[src/rtl/bus_pkg.sv]
// Shared types and defaults for the memory-port arbiter.
// The arbiter FSM states and the round-robin winner pick live here.
package bus_pkg;

  localparam int DEF_ADDR_W = 16;
  localparam int DEF_DATA_W = 32;

  typedef enum logic [1:0] {
    IDLE   = 2'd0,
    ACCESS = 2'd1,
    RESP   = 2'd2
  } state_e;

  // Winner index: on a tie the requester not granted last wins.
  function automatic logic rr_pick(input logic [1:0] req, input logic last_grant);
    if (req == 2'b11) begin
      return ~last_grant;
    end
    return req[1];
  endfunction

endpackage

[src/rtl/wait_timer.sv]
// Counts ACCESS cycles spent without mem_ready.
// expired flags the cycle that would be the TIMEOUT-th unanswered one.
module wait_timer #(
  parameter int TIMEOUT = 15
) (
  input  logic clk,
  input  logic rst_n,
  input  logic clear,
  input  logic enable,
  output logic expired
);

  localparam logic [7:0] LIMIT = 8'(TIMEOUT - 1);

  logic [7:0] count_reg;

  always_ff @(posedge clk or negedge rst_n) begin
    if (!rst_n) begin
      count_reg <= '0;
    end else if (clear) begin
      count_reg <= '0;
    end else if (enable) begin
      count_reg <= count_reg + 8'd1;
    end
  end

  assign expired = enable && (count_reg == LIMIT);

endmodule

[src/rtl/mem_arbiter.sv]
// Two-requester round-robin arbiter for a single memory port with
// a bounded wait for mem_ready and one-cycle done/err responses.
module mem_arbiter
  import bus_pkg::*;
#(
  parameter int ADDR_W  = DEF_ADDR_W,
  parameter int DATA_W  = DEF_DATA_W,
  parameter int TIMEOUT = 15
) (
  input  logic              clk,
  input  logic              rst_n,
  input  logic [1:0]        req,
  input  logic [1:0]        req_wr,
  input  logic [ADDR_W-1:0] req_addr0,
  input  logic [ADDR_W-1:0] req_addr1,
  input  logic [DATA_W-1:0] req_wdata0,
  input  logic [DATA_W-1:0] req_wdata1,
  output logic [1:0]        gnt,
  output logic [1:0]        done,
  output logic [1:0]        err,
  output logic [DATA_W-1:0] rdata,
  output logic              mem_rd,
  output logic              mem_wr,
  output logic [ADDR_W-1:0] mem_addr,
  output logic [DATA_W-1:0] mem_wdata,
  input  logic [DATA_W-1:0] mem_rdata,
  input  logic              mem_ready
);

  state_e            state_reg;
  logic              winner_reg;
  logic              last_grant_reg;
  logic              wr_reg;
  logic              ok_reg;
  logic [ADDR_W-1:0] addr_reg;
  logic [DATA_W-1:0] wdata_reg;
  logic [DATA_W-1:0] rdata_reg;

  logic pick;
  logic in_access;
  logic in_resp;
  logic timer_clear;
  logic timer_enable;
  logic expired;

  assign pick         = rr_pick(req, last_grant_reg);
  assign in_access    = (state_reg == ACCESS);
  assign in_resp      = (state_reg == RESP);
  assign timer_clear  = (state_reg == IDLE) && (|req);
  assign timer_enable = in_access && !mem_ready;

  wait_timer #(
    .TIMEOUT(TIMEOUT)
  ) u_wait_timer (
    .clk    (clk),
    .rst_n  (rst_n),
    .clear  (timer_clear),
    .enable (timer_enable),
    .expired(expired)
  );

  always_ff @(posedge clk or negedge rst_n) begin
    if (!rst_n) begin
      state_reg      <= IDLE;
      winner_reg     <= 1'b0;
      last_grant_reg <= 1'b1;
      wr_reg         <= 1'b0;
      ok_reg         <= 1'b0;
      addr_reg       <= '0;
      wdata_reg      <= '0;
      rdata_reg      <= '0;
    end else begin
      case (state_reg)
        IDLE: begin
          if (|req) begin
            winner_reg <= pick;
            wr_reg     <= req_wr[pick];
            addr_reg   <= pick ? req_addr1 : req_addr0;
            wdata_reg  <= pick ? req_wdata1 : req_wdata0;
            state_reg  <= ACCESS;
          end
        end
        ACCESS: begin
          // A ready arriving on the last allowed cycle still counts as success.
          if (mem_ready) begin
            ok_reg <= 1'b1;
            if (!wr_reg) begin
              rdata_reg <= mem_rdata;
            end
            state_reg <= RESP;
          end else if (expired) begin
            ok_reg    <= 1'b0;
            state_reg <= RESP;
          end
        end
        RESP: begin
          last_grant_reg <= winner_reg;
          state_reg      <= IDLE;
        end
        default: state_reg <= IDLE;
      endcase
    end
  end

  // Per-requester decode of grant and response pulses from the owner.
  for (genvar gi = 0; gi < 2; gi++) begin : g_port
    logic sel;
    assign sel      = (winner_reg == 1'(gi));
    assign gnt[gi]  = in_access && sel;
    assign done[gi] = in_resp && ok_reg && sel;
    assign err[gi]  = in_resp && !ok_reg && sel;
  end

  assign mem_rd    = in_access && !wr_reg;
  assign mem_wr    = in_access && wr_reg;
  assign mem_addr  = addr_reg;
  assign mem_wdata = wdata_reg;
  assign rdata     = rdata_reg;

endmodule
[config.mk]
export PLATFORM = sky130hd
export DESIGN_NAME = mem_arbiter
export DESIGN_NICKNAME = d
export VERILOG_FILES = /design/src/rtl/bus_pkg.sv /design/src/rtl/wait_timer.sv /design/src/rtl/mem_arbiter.sv
export SDC_FILE = /design/constraint.sdc
export NUM_CORES = 1
export LEC_CHECK = 0
export CORE_MARGIN = 2
export CORE_UTILIZATION = 43
export CTS_BUF_LIST = sky130_fd_sc_hd__clkbuf_16
export CTS_CLUSTER_SIZE = 28
export DETAILED_ROUTE_END_ITERATION = 6
export GPL_TIMING_DRIVEN = 0
export PLACE_DENSITY = 0.95
export RECOVER_POWER = 25
export SLEW_MARGIN = 40
export SYNTH_ARGS = -nofsm -noshare
export SYNTH_HDL_FRONTEND = slang
export SYNTH_SLANG_ARGS = --single-unit
[constraint.sdc]
create_clock -name clk -period 3.4 [get_ports clk]
set_clock_uncertainty 0.2 [all_clocks]
set_input_delay 0.68 -clock clk [delete_from_list [all_inputs] [get_ports clk]]
set_output_delay 0.68 -clock clk [all_outputs]
set_load 0.02 [all_outputs]
==> results.cfg, run 1 <==
; implementation run metrics
[job]
max_cap_violations = 1
warning_count = 27

[pwr]
clkPwrFrac = 0.149
pwr-share-seq = 0.324
total_leakage_power_nw = 2.87
switchingPower_mw = 2.14
ir_worst_vdd_v = 0.000436
p_int_mw = 3.87

[final_timing]
slew_viol_final = 45
tns_ns = 0
final-hold-violation-count = 0
period_minus_slack_ns = 2.86
period_used_share = 0.841
whs_ns = 0.271
slew_headroom = -0.489
fmax_ghz = 0.350
grt_setup_unrepaired = false

[synth]
ys_area_um2 = 4360
ys_warn_count = 0
avgSynthCellArea_um2 = 14.5
yosysTopAreaCell = dfrtp_1
synth_dominant_cell_count = mux2_2
ys_cells = 300
synthCells = 300
edf_count = 0

[cells_and_area]
seq_share = 0.334
syn2layout_area_growth_pct = 61.6
n_all_buffers = 237
layout_top_cell = clkdlybuf4s50_1
dominant_cells = buffers
flop-count = 94
num_antenna_cells = 0
clkbuf_count = 9
instances_no_fill = 672
postLayoutCellArea_um2 = 7040
register_area_um2 = 2350

[critical_path]
worstPathCellList = clkdlybuf4s50_1, a21boi_1, buf_2, mux2_2, mux2_2
path_buffers = 2
r2r_setup_slack_ns = 1.06
cpMostUsedCell = mux2_2
reg2reg_to = mem_wdata[31]
r2r_cells = 4
endpoint = mem_wdata[31]
cp-startpoint = req[1]
critPathLaunchType = primary input
crit_type = in -> reg
crit_family = buffers and inverters
r2r-start = last_grant_reg
crit_required_ns = 3.42
worstPathArrival_ns = 2.88
crit_path_end_kind = flop

[detailed_routing]
drc_errors = 0
postRouteAntennaNets = 0
wl_met3_um = 633
dr_total_vias = 3393
wl_met2_mm = 6.70
topRoutingLayerUsed = met4
drt-total-wl_mm = 12.1
viasPerCell = 5.05
dr.first_iter.drc_count = 126

[die]
chipArea_um2 = 11000
fp.coreArea_um2 = 9820
fp_util = 0.444
die_h_um = 105
core.rowCount = 36
ios = 223
die_x_um = 105

[placed_design]
placed_area_um2 = 6780
gp_congestion = 0.813

[clocking]
clk_latency_ns = 0.33
cts_setup_buffers = 0
numCtsBuffers = 9
ctsHtreeMaxLevel = 3
cts_root_buf = clkbuf_16
cts.clk_slew.worst_paths_ns = 0.06
cts_tree = done
cts_sinks = 94

[outcome]
failed_checks = capacitance limit, slew limit
status = finished with violations

[global_route]
grt_pass1_vias = 3775
grt_antenna_before_repair = 0

[hold_path]
hold_path_depth = 1
## run 1: logic make-up after synthesis
| group | Yosys count | synth area share |
|---|---|---|
| compound gates | 15 | 0.0204 |
| xor+xnor | 2 | 0.00402 |
| fa+ha+maj | 2 | 0.00574 |
| buf+inv | 17 | 0.0301 |
| flops | 94 | 0.540 |
| mux | 133 | 0.343 |
| simple gates | 37 | 0.0571 |
## run 1: power groups by stage
| stage | Sequential, mW | Combinational (mW) | Clock [mW] |
|---|---|---|---|
| 3_3_place_gp | 1.92 | 3.09 | 0 |
| 4_1_cts | 1.95 | 3.20 | 0.920 |
| 6_report | 1.95 | 3.16 | 0.898 |
| 5_1_grt | 2.02 | 3.32 | 0.965 |
| 2_1_floorplan | 2.54 | 1.09 | 0 |
| 3_5_place_dp | 1.97 | 3.18 | 0 |
Fig. 1: run 1, gate-type map
Drawn at 4 px/µm.
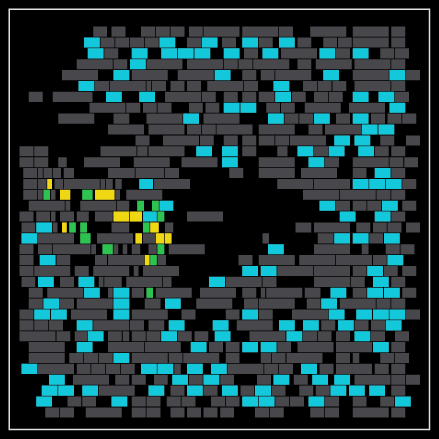
color	family	cells	most used
yellow	NAND gates	11	nand2_1
green	inverting AOI/OAI gates	13	o21ai_0
cyan	multiplexers	133	mux2_2

Fig. 2: run 1, routing congestion map
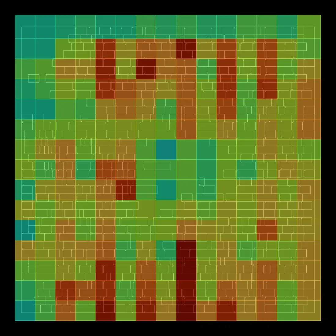
grt met1 use: 0.230
GR Util met3: 0.0480
busiest layer in global routing: met2
GRT Total Usage: 0.224
post-route core utilization: 0.717

Fig. 3: run 1, routed metal, one color a layer
Drawn at 4 px/µm. Only two layers are drawn.
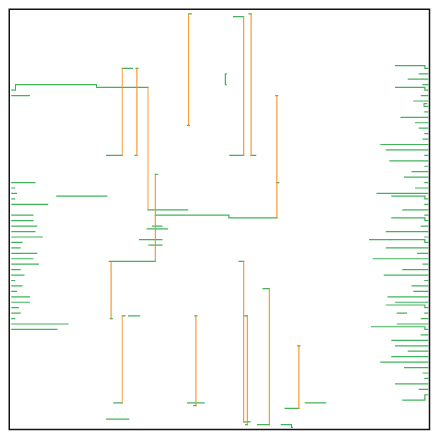
color	layer	wire length
orange	met4	400 µm
green	met3	633 µm

Fig. 4: run 1, met1 routing
Drawn at 4 px/µm. Supply wires on this layer in gray.
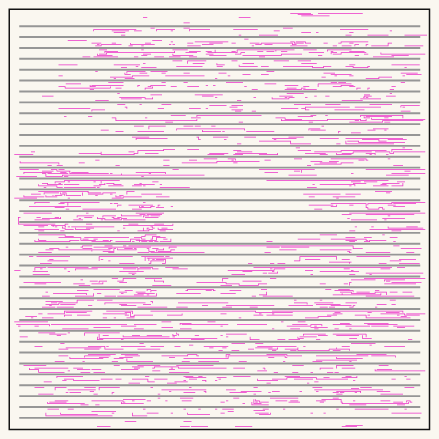
wire length on this layer	4340 µm
longest straight run	56.1 µm
share of all routed wire	36%
main direction	horizontal

## Run 2: what changed since run 1
--- a/config.mk
+++ b/config.mk
@@ -6,12 +6,12 @@
 export NUM_CORES = 1
 export LEC_CHECK = 0
 export CORE_MARGIN = 2
-export CORE_UTILIZATION = 43
+export CORE_UTILIZATION = 40
 export CTS_BUF_LIST = sky130_fd_sc_hd__clkbuf_16
 export CTS_CLUSTER_SIZE = 28
 export DETAILED_ROUTE_END_ITERATION = 6
 export GPL_TIMING_DRIVEN = 0
-export PLACE_DENSITY = 0.95
+export PLACE_DENSITY = 0.91
 export RECOVER_POWER = 25
 export SLEW_MARGIN = 40
 export SYNTH_ARGS = -nofsm -noshare
==> constraint.sdc (replaced) <==
create_clock -name clk -period 2.84 [get_ports clk]
set_clock_uncertainty 0.2 [all_clocks]
set_input_delay 0.568 -clock clk [delete_from_list [all_inputs] [get_ports clk]]
set_output_delay 0.568 -clock clk [all_outputs]
set_load 0.02 [all_outputs]
==> results.cfg, run 2 <==
; implementation run metrics
[outcome]
status = complete, no violations

[clocking]
postCtsHoldBufs = 1
cts_root_buf = clkbuf_16
cts_setup_buffers = 0
ctsHtreeMaxLevel = 3
cts_tree = done
numCtsBuffers = 9
cts.clk_slew.worst_paths_ns = 0.06
cts_sinks = 94
clk_latency_ns = 0.33

[placed_design]
placed_area_um2 = 6790
port_buffers = 222
gp_congestion = 0.797

[die]
core.rowCount = 38
die_x_um = 108
chipArea_um2 = 11700
fp_util = 0.406
ios = 223
fp.coreArea_um2 = 10700
die_h_um = 108

[final_timing]
tns_ns = 0
slew_viol_final = 0
period_used_share = 0.953
slew_headroom = 0.198
period_minus_slack_ns = 2.71
whs_ns = 0.285
final-hold-violation-count = 0

[synth]
avgSynthCellArea_um2 = 14.5
ys_area_um2 = 4360
synthCells = 300
yosysTopAreaCell = dfrtp_1
edf_count = 0
ys_cells = 300
synth_dominant_cell_count = mux2_2
ys_warn_count = 0

[critical_path]
crit_required_ns = 2.07
crit_type = reg -> out
cp-startpoint = state_reg[0]
r2r-start = last_grant_reg
worstPathArrival_ns = 1.94
crit_path_end_kind = primary output
r2r_setup_slack_ns = 0.62
critPathLaunchType = flop
r2r_cells = 4
reg2reg_to = mem_wdata[18]

[pwr]
powerComb_mw = 3.76
maxPowerGroup = combinational logic
total_leakage_power_nw = 2.91
switchingPower_mw = 2.55
pwr-share-seq = 0.317
p_sw_frac = 0.346
pg_seq_mw = 2.34
ir_worst_vdd_v = 0.000514
clock_net_power_mw = 1.28

[detailed_routing]
dr.first_iter.drc_count = 91
topRoutingLayerUsed = met4
drc_errors = 0
wl_met3_um = 827
viasPerCell = 4.90
postRouteAntennaNets = 0
wl_met2_mm = 6.25

[cells_and_area]
syn2layout_area_growth_pct = 63.1
layout_top_cell = clkdlybuf4s50_1
postLayoutCellArea_um2 = 7110

[job]
warning_count = 27
max_cap_violations = 0

[global_route]
grt_antenna_before_repair = 0
grt_pass1_vias = 3610
gr-max-usage-layer = met2

[hold_path]
hold_path_depth = 1
hold_path.class = reg -> reg
[run 2: cell counts after synthesis]
Identical to the previous run, type by type.
[run 2: cells by family after synthesis]
family                   Yosys count  synth area share
AND-OR/OR-AND                     15            0.0204
buffers and inverters             17            0.0301
adder cells (fa/ha/maj)            2           0.00574
flip-flops                        94             0.540
AND/OR/NAND/NOR                   37            0.0571
XOR/XNOR                           2           0.00402
multiplexers                     133             0.343
[run 2: cell type report]
class	instances	area, µm²
fill	824	3630
sequential	94	2350
timing repair buffer	224	2250
multi-input combinational	189	1870
clock buffer	9	225
tap	140	175
buffer	14	120
clock inverter	7	97.6
inverter	3	11.3
[run 2: worst max-delay path: stages, from the launching register on]
cell and delay (ns):
dfrtp_1 0.32, buf_2 0.20, nor2b_1 0.30, and2_1 0.17, clkdlybuf4s50_1 0.62
Fig. 5: run 2, close-up of the layout
Window x 39 to 69, y 61 to 91 µm. Cells in gray, sequential cells in the stronger gray; small squares are vias.
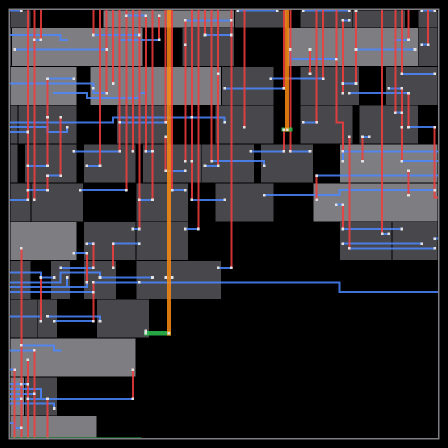
color	layer
orange	met4
red	met2
blue	met1
green	met3
cells with their middle in the window	37
sequential cells in the window	9
netlist names of flops here include	rdata (6), u_wait_timer.count_reg (2)
most frequent	clkdlybuf4s50_1 (16), dfrtp_1 (9), mux2_2 (5)

Fig. 6: run 2, met1 routing
Drawn at 3 px/µm. Supply wires on this layer in gray.
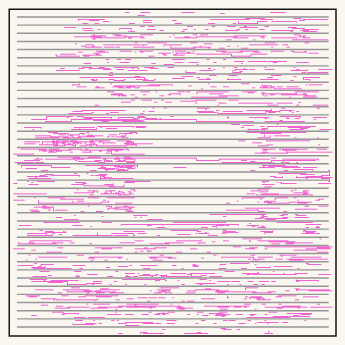
final WL: 11.4 mm
vias post-DR: 3334
grt met1 use: 0.203

Fig. 7: run 2, routing congestion map
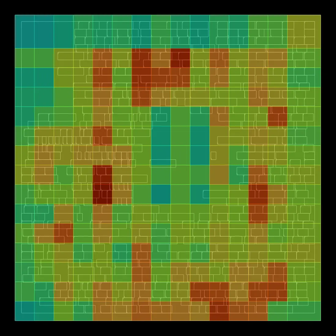
Routed WL per cell: 16.8 µm
post-route core utilization: 0.662
met2 Track Usage GR: 0.374

Power figures rest on the tool's default switching activity, not on a simulated workload.
